File: src/rtl/master_port.sv
// Master-side bus port: takes one strobed request from a master, presents it to the crossbar
// while granted, then returns one completion pulse carrying read data or a timeout error.
module master_port #(
  parameter int ADDR_W  = 32,
  parameter int DATA_W  = 32,
  parameter int TIMEOUT = 255
) (
  input  logic              clk,
  input  logic              rst,
  input  logic              req_from_master,
  input  logic [ADDR_W-1:0] addr_from_master,
  input  logic [DATA_W-1:0] wdata_from_master,
  input  logic              cmd_from_master,
  output logic              ack_to_master,
  output logic [DATA_W-1:0] rdata_to_master,
  output logic              err_to_master,
  output logic              busy,
  output logic              req_to_crossbar,
  output logic [ADDR_W-1:0] addr_to_crossbar,
  output logic [DATA_W-1:0] wdata_to_crossbar,
  output logic              cmd_to_crossbar,
  input  logic              ack_from_crossbar,
  input  logic [DATA_W-1:0] rdata_from_crossbar,
  input  logic              connect_approved_from_crossbar
);

  localparam int CW = ($clog2(TIMEOUT + 1) < 1) ? 1 : $clog2(TIMEOUT + 1);
  localparam logic [CW-1:0] CNT_LAST = (TIMEOUT == 0) ? '0 : CW'(TIMEOUT - 1);
  localparam logic [CW-1:0] CNT_MAX  = '1;

  typedef enum logic [1:0] {S_IDLE, S_REQ, S_RESP} state_t;

  state_t            r_state;
  logic [ADDR_W-1:0] r_addr;
  logic [DATA_W-1:0] r_wdata;
  logic              r_cmd;
  logic [CW-1:0]     r_cnt;
  logic [DATA_W-1:0] r_rdata;
  logic              r_err;

  logic w_qual_ack;
  logic w_timeout;
  logic w_gate;
  logic w_resp;

  assign w_qual_ack = ack_from_crossbar & connect_approved_from_crossbar;
  assign w_timeout  = (TIMEOUT != 0) && (r_cnt == CNT_LAST);

  always_ff @(posedge clk) begin
    if (rst) begin
      r_state <= S_IDLE;
      r_addr  <= '0;
      r_wdata <= '0;
      r_cmd   <= 1'b0;
      r_cnt   <= '0;
      r_rdata <= '0;
      r_err   <= 1'b0;
    end else begin
      case (r_state)
        S_IDLE: begin
          if (req_from_master) begin
            r_addr  <= addr_from_master;
            r_wdata <= wdata_from_master;
            r_cmd   <= cmd_from_master;
            r_cnt   <= '0;
            r_state <= S_REQ;
          end
        end
        S_REQ: begin
          // A qualified ack wins over a timeout landing in the same cycle.
          if (w_qual_ack) begin
            r_rdata <= r_cmd ? '0 : rdata_from_crossbar;
            r_err   <= 1'b0;
            r_state <= S_RESP;
          end else if (w_timeout) begin
            r_rdata <= '0;
            r_err   <= 1'b1;
            r_state <= S_RESP;
          end else if (r_cnt != CNT_MAX) begin
            r_cnt <= r_cnt + 1'b1;
          end
        end
        S_RESP:  r_state <= S_IDLE;
        default: r_state <= S_IDLE;
      endcase
    end
  end

  assign w_gate = (r_state == S_REQ) && connect_approved_from_crossbar;
  assign w_resp = (r_state == S_RESP);

  assign req_to_crossbar   = (r_state == S_REQ);
  assign busy              = (r_state != S_IDLE);
  assign addr_to_crossbar  = w_gate ? r_addr  : '0;
  assign wdata_to_crossbar = w_gate ? r_wdata : '0;
  assign cmd_to_crossbar   = w_gate & r_cmd;
  assign ack_to_master     = w_resp;
  assign rdata_to_master   = w_resp ? r_rdata : '0;
  assign err_to_master     = w_resp & r_err;

endmodule

File: config.mk
export PLATFORM = sky130hd
export DESIGN_NAME = master_port
export DESIGN_NICKNAME = d
export VERILOG_FILES = /design/src/rtl/master_port.sv
export SDC_FILE = /design/constraint.sdc
export NUM_CORES = 1
export LEC_CHECK = 0
export CAP_MARGIN = 0
export CORE_MARGIN = 10
export CORE_UTILIZATION = 43
export DETAILED_ROUTE_END_ITERATION = 6
export HOLD_SLACK_MARGIN = 0.03
export PLACE_DENSITY = 0.81
export SLEW_MARGIN = 20
export SYNTH_ARGS = -nofsm -noshare
export SYNTH_HDL_FRONTEND = slang
export SYNTH_SLANG_ARGS = --single-unit
File: constraint.sdc
create_clock -name clk -period 2.1 [get_ports clk]
set_clock_uncertainty 0.15 [all_clocks]
set_input_delay 0.42 -clock clk [delete_from_list [all_inputs] [get_ports clk]]
set_output_delay 0.42 -clock clk [all_outputs]
set_load 0.02 [all_outputs]
### Port wiring, run 1

(3 px per um)
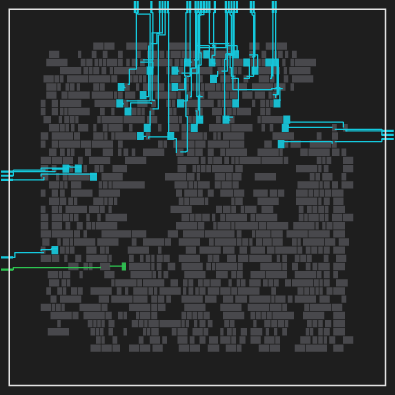
`cmd_from_master`: shown in green, direction input, edge left, end cells 1, buffers 1, wire 35.9 um. `wdata_to_crossbar`: shown in cyan, direction output, edge 25 top, 4 left, 3 right, end cells 32, buffers 32, wire 1070 um.
# port buffers: 202
number of primary I/O pins: 203

### Cells by drive strength, run 1

(3 px per um)
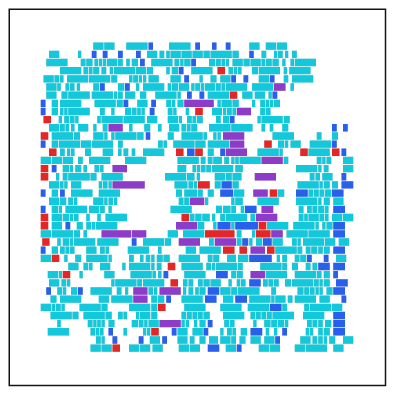
x2: shown in blue, cells 91, share 11%, most used buf_2. x3 and x4: shown in red, cells 32, share 4.0%, most used buf_4. x1 and smaller: shown in cyan, cells 650, share 81%, most used nand2_1. x6 and larger: shown in purple, cells 27, share 3.4%, most used clkbuf_8.

==> run summary, run 1 <==
Figures from the implementation reports.

- The most common logic cell in the routed design reads nand2_1.
- The logs give a warning total of 29.
- In the routed layout, each cell is associated on average with a via count of 5.25.
- The combinational share of power reads 0.170.
- The worst path arrival time reads 1.47 ns.
- The run finished with clean final reports.
- The synthesized netlist net count is 720.
- The via count of the first global-routing pass reads 4787.
- The fraction of final layout cells sized beyond drive strength 1 reads 0.188.
- The final max-slew violation count recorded for this run is 0.
- By instance count after routing, the leading logic cell types are 166 x nand2_1, 106 x dfxtp_1, 100 x a21oi_1, 99 x clkdlybuf4s50_1, 66 x and3_1.
- Listed in order, past its start point the critical path passes nor2b_2 > buf_4 > and2_1 > clkdlybuf4s15_2.
- The worst setup slack after placement reads -0.0316 ns.
- The synthesis-to-finish area growth reads 45.8%.
- The iteration-0 DRC count of the detailed router reads 251.
- The share of total power dissipated in sequential elements is 0.525.
- The cell count after synthesis reads 616.
- The first detailed-routing pass took 5 iterations.
- The report counts max-capacitance violations totalling 0.
- The area reported by Yosys stat reads 0.00474 sq mm.
- The largest driver fanout on the critical path reads 14.
- The count of cells in the finished layout, fillers not included, comes to 940.
- For reference, the clock transition at the flip-flops on the worst setup and hold paths is 0.09 ns.
- The number of buffers between clock root and the deepest sink reads 2.
- The initial utilization of the core area, before any placement, comes to 0.439.
- The switching share of power reads 0.255.
- The top achievable clock speed is 491 MHz.
- The CTS H-tree depth reads 3.
- The biggest area contributor in the post-synthesis netlist is dfxtp_1.
- For this run, the share of the core covered by cells in the final layout is 0.640.
- The die is 125 um wide.
- The per-instance average area after synthesis is 7.69 sq um.
### Local utilization, run 1

(3 px per um) The die is cut into 12 by 12 equal tiles; dark blue is low, red is high, 0 to 100% covered.
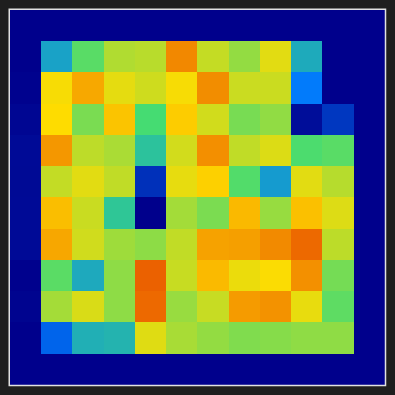
The mean over all tiles is 43%. The emptiest ninth of the die: top right. 15% of the tiles are over 75% full. The densest ninth of the die: middle.

### Cell outlines without signal wires, run 1

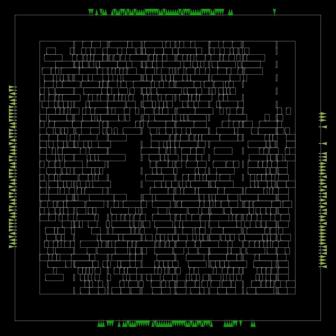
Core Region: 0.0108 sq mm
number of rows in the core area: 38
tap cell count: 140

[run 1: power groups by stage]
stage / Combinational [uW] / Sequential (uW) / Clock [uW]
3_3_place_gp: 675 / 2230 / 0
5_1_grt: 771 / 2200 / 1400
2_1_floorplan: 346 / 2220 / 0
3_5_place_dp: 695 / 2240 / 0
4_1_cts: 708 / 2190 / 1310
6_report: 708 / 2190 / 1280
[run 1: metrics by stage]
| step | setup TNS [ns] | cell area, sq um |
|---|---|---|
| finish | 0 | 6900 |
| detailed placement | -0.391 | 6930 |
| global placement | -0.0508 | 6930 |
| floorplan | 0 | 4740 |
| CTS | -0.00965 | 6920 |
| global route | -0.201 | 6900 |
[run 1: kinds of logic (layout without fill, tap and decap cells)]
| kind of cell | count (synthesis) | in the layout | synth area share |
|---|---|---|---|
| AND-OR/OR-AND | 144 | 144 | 0.167 |
| adder cells (fa/ha/maj) | 2 | 2 | 0.00528 |
| buffers and inverters | 60 | 244 | 0.0602 |
| flip-flops | 108 | 108 | 0.457 |
| AND/OR/NAND/NOR | 302 | 302 | 0.311 |
[run 1: sequential cells by signal, summed over array words and instances, names as in the netlist]
register  flops
r_addr       32
r_cmd         1
r_cnt         8
r_err         1
r_rdata      32
r_state       2
r_wdata      32
[run 1: cells in the mapped netlist]
cell      instances
nor4b_1           1
o211ai_1          1
nand2b_1          1
buf_6             2
o21ai_1          15
nand3b_1          1
buf_4             7
a21oi_1         100
o221ai_1          1
inv_1             4
o221a_2           1
nand2b_4          1
o22ai_1           1
or4_1             2
o31ai_1           1
or4b_1            1
o211a_1           1
nand3_1          10
nor2_1            7
or3_2             1
o21ai_0          17
a32o_1            1
and4_2            1
a41oi_4           1
nand2_1         166
o311ai_1          1
nor2b_1           1
nand4_1           4
buf_2            14
nor3_1            1
o211ai_2          2
and3_1           66
and3_4            1
or2_1             2
inv_2             1
ha_1              2
and4b_1           1
and2_1           34
clkbuf_2          1
a31oi_1           1
dfxtp_1         108
clkbuf_1         31
[run 1: layout make-up]
type | instances | area, sq um
clock buffer | 12 | 155
fill | 939 | 3890
tap | 140 | 175
sequential | 108 | 2160
multi-input combinational | 448 | 2300
inverter | 5 | 26.3
clock inverter | 4 | 47.5
timing repair buffer | 223 | 2040
[run 1: critical path, delay by kind of cell, from the launching register on]
kind          cells  cell delay, ns
simple gates      2            0.30
flops             1            0.34
buf+inv           2            0.46
[run 1: per-layer routing]
metal / vias to the layer above / GRT usage / wire length (um)
met1: 2333 / 0.211 / 6250
met2: 152 / 0.323 / 7930
met4: 0 / 0.0718 / 340
met5: - / 0 / 0
met3: 23 / 0.0515 / 998
li1: 2427 / - / -
[run 1: repair_timing]
item / 4_1_cts / 5_1_grt
cloned: 2 / 0
setup endpoints to repair: 101 / 52
resized: 367 / 31
pin swaps: 0 / 0
[run 1: final timing paths]
| path | end | from |
|---|---|---|
| setup / recovery | rdata_to_master[26] | r_state[1]$_SDFFE_PP0P_ |
| hold reg to reg | r_wdata[25]$_SDFFE_PP0P_ | r_wdata[25]$_SDFFE_PP0P_ |
| setup reg to reg | r_cnt[5]$_SDFFE_PP0P_ | r_cnt[0]$_SDFFE_PP0P_ |
| hold / removal | r_state[0]$_SDFFE_PP0P_ | rst |
### The metal 1 layer, run 1

(4 px per um) Supply wires on this layer in grey. Cells faint in the background.
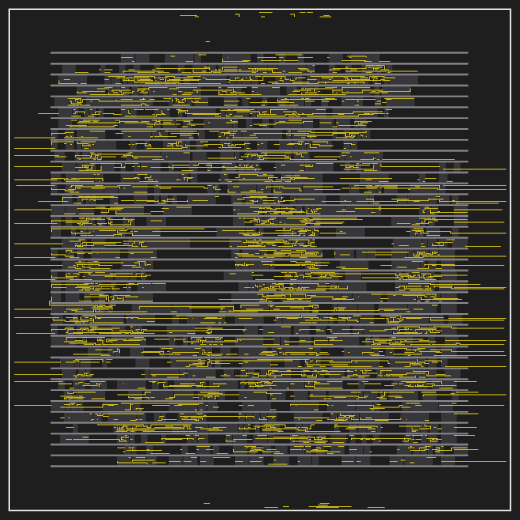

==> run 2: changes to the inputs <==
--- a/config.mk
+++ b/config.mk
@@ -7,10 +7,11 @@
 export LEC_CHECK = 0
 export CAP_MARGIN = 0
 export CORE_MARGIN = 10
-export CORE_UTILIZATION = 43
+export CORE_UTILIZATION = 63
 export DETAILED_ROUTE_END_ITERATION = 6
+export DONT_BUFFER_PORTS = 1
 export HOLD_SLACK_MARGIN = 0.03
-export PLACE_DENSITY = 0.81
+export PLACE_DENSITY = 0.79
 export SLEW_MARGIN = 20
 export SYNTH_ARGS = -nofsm -noshare
 export SYNTH_HDL_FRONTEND = slang
### The metal 1 layer, run 2

(6 px per um) Supply wires on this layer in grey. Cells faint in the background.
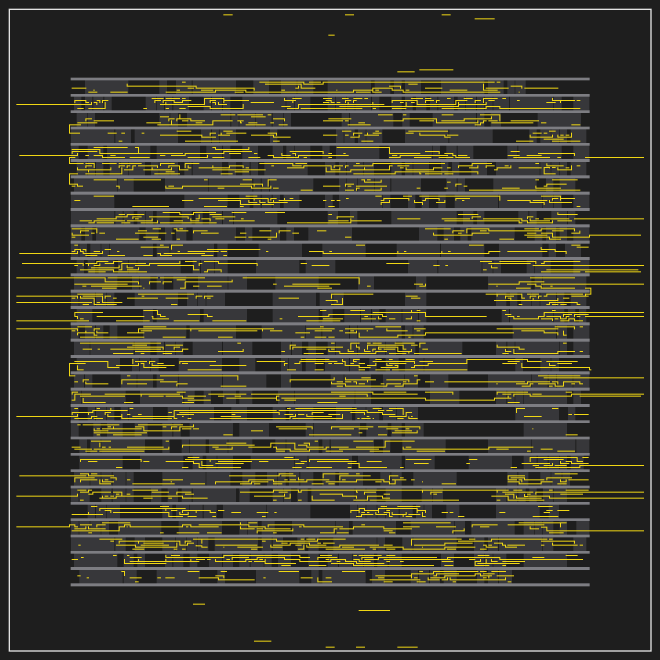
The longest straight run is 34.5 um. The layer holds 38% of the routed length.
final WL: 12600 um
vias after detailed routing: 4060

### Local utilization, run 2

(4 px per um) The die is cut into 11 by 11 equal tiles; dark blue is low, red is high, 0 to 100% covered.
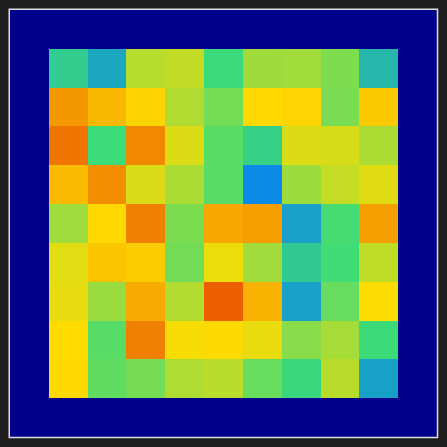
33% of the tiles are nearly empty. The emptiest ninth of the die: bottom right. The densest ninth of the die: middle. The fullest tile reaches 89%.

==> run 2 against run 1 <==
  * The run now ends with hold timing left
  * Critical path depth stayed put
  * Routed wire length is 19% lower
  * Setup slack better by 0.021 ns
  * Clock power hardly changed
  * Register-to-register slack worse by 0.05 ns
  * Core utilization is 5.5 points higher
  * Area after synthesis stayed put
  * Synthesized cell count stayed put
  * Cell area is 27% lower
  * Worst hold slack worse by 0.19 ns
  * Highest routed layer unchanged
==> run summary, run 2 <==
Figures from the implementation reports.

- In this run the maximum-capacitance check reported violations numbering 0.
- The tightest hold path in the finished design has a slack of -0.0204 ns.
- The area reported by Yosys stat reads 0.00474 sq mm.
- The registers reported with the highest flop counts are r_addr (32), r_rdata (32), r_wdata (32).
- The OpenROAD warning count is 31.
- The buffer and inverter count on the worst path is 2.
- For this run, the detailed router reports a per-instance via density of 5.88.
- The leading register cell type out of synthesis is dfxtp_1.
- The setup total negative slack is 0 ns.
- The critical path maximum fanout is 34.
- The cell accounting for the most synthesized area reads dfxtp_1.
- According to the timing report, the arrival time at the worst endpoint equals 1.44 ns.
- Relative to the synthesized area, the layout overhead comes to 7.00%.
- For this run the top cell type by instance count after synthesis was nand2_1.
- After synthesis, the mean cell area works out to 7.69 sq um.
- The final count of pins violating max slew reads 0.
- For this block, the initial DRC count from the detailed router was 237.
- The via count of the first global-routing pass is 3786.
- By area the synthesized netlist is led by dfxtp_1 46%, nand2_1 13%, a21oi_1 11%, and3_1 8.7%, and2_1 4.5%.
- Listed in order, past its start point the critical path passes nand2b_4 > inv_6 > buf_12 > and3_2.
- Ranked by instance count, the synthesized netlist is headed by 166 x nand2_1, 108 x dfxtp_1, 100 x a21oi_1.
- The number of hold violations in the final report is 15.
- The final reports fail on hold timing.
- The Yosys warning count reads 0.
- Before antenna repair, the detailed router went through 5 iterations.
- The die is 107 um wide.
- The endpoint identified for the worst register-to-register timing path is r_cnt[2]$_SDFFE_PP0P_.
- The synthesized netlist net count is 720.
- The number of top-level design ports reads 203.
- The most common logic cell in the routed design reads nand2_1.
- The cell family with the largest share of critical-path delay is simple AND/OR/NAND/NOR gates.
- The core area is 0.00729 sq mm.
- The fraction of final layout cells sized beyond drive strength 1 is 0.169.
- The total stage count of the critical path reads 4.
- The startpoint identified for the worst register-to-register timing path is r_cnt[0]$_SDFFE_PP0P_.
- The initialized floorplan defines 31 standard-cell rows.
- The run finished, with violations left.
- The share of flip-flops with an asynchronous set or reset after synthesis reads 0.
- The number of buffers between clock root and the deepest sink is 2.
- The CTS H-tree depth is 3.
run 2: per-stage QoR:
stage	worst slack [ns]	instances	hold slack (ns)	area (sq um)	util
floorplan	0.126	616	0.282	4740	-
global placement	0.254	672	0.281	4740	0.650
detailed placement	0.169	672	0.286	4740	0.650
CTS	0.00000577	690	-0.0406	5010	0.688
global route	0.0106	690	-0.0499	5070	0.695
finish	0.0856	690	-0.0204	5070	0.695
run 2: area by class of cell:
cell class | instances | area [sq um]
Timing Repair Buffer | 14 | 164
Sequential cell | 108 | 2160
Tap cell | 99 | 124
Fill cell | 613 | 2220
Clock buffer | 9 | 124
Multi-Input combinational cell | 448 | 2380
Clock inverter | 7 | 82.6
Inverter | 5 | 23.8
run 2: worst max-delay path by stage:
stage	start	to	slack, ns
2_1_floorplan	r_state[1]$_SDFFE_PP0P_	wdata_to_crossbar[23]	0.13
3_3_place_gp	r_cnt[0]$_SDFFE_PP0P_	r_cnt[5]$_SDFFE_PP0P_	0.25
3_5_place_dp	r_cnt[0]$_SDFFE_PP0P_	r_cnt[5]$_SDFFE_PP0P_	0.17
4_1_cts	r_state[0]$_SDFFE_PP0P_	addr_to_crossbar[18]	0.000006
5_1_grt	r_state[1]$_SDFFE_PP0P_	rdata_to_master[31]	0.01
6_report	r_state[1]$_SDFFE_PP0P_	wdata_to_crossbar[0]	0.09
run 2: logic make-up (layout without fill, tap and decap cells):
kind of cell,Yosys count,count (layout),synth area share
AOI/OAI and AO/OA,144,144,0.167
adders and majority gates,2,2,0.00528
buffers and inverters,60,35,0.0602
DFF,108,108,0.457
and+or+nand+nor,302,302,0.311
run 2: report_power, final:
group / switching, uW / internal, uW
clock network: 715 / 568
logic: 256 / 133
registers: 45.0 / 2150
run 2: per-layer routing:
| metal | GRT usage | vias to the layer above | wire, um | part of all wire |
|---|---|---|---|---|
| met2 | 0.325 | 161 | 6130 | 0.49 |
| met3 | 0.101 | 20 | 1440 | 0.11 |
| met4 | 0.0696 | 0 | 193 | 0.015 |
| met5 | 0 | - | 0 | 0 |
| met1 | 0.235 | 1873 | 4800 | 0.38 |
| li1 | - | 2006 | - | - |
run 2: worst reg2reg max path: stages (launching register included):
cell and delay, ns:
dfxtp_2 0.36, inv_1 0.07, ha_2 0.23, o211ai_4 0.22, nor2_1 0.07, o211ai_1 0.17
a21oi_1 0.08, dlygate4sd3_1 0.56
run 2: timing repair:
action	CTS	global route
endpoints found under the hold margin	102	101
setup endpoints to repair	57	92
pin swaps	0	1
resized	34	31
Power figures rest on the tool's default switching activity, not on a simulated workload.
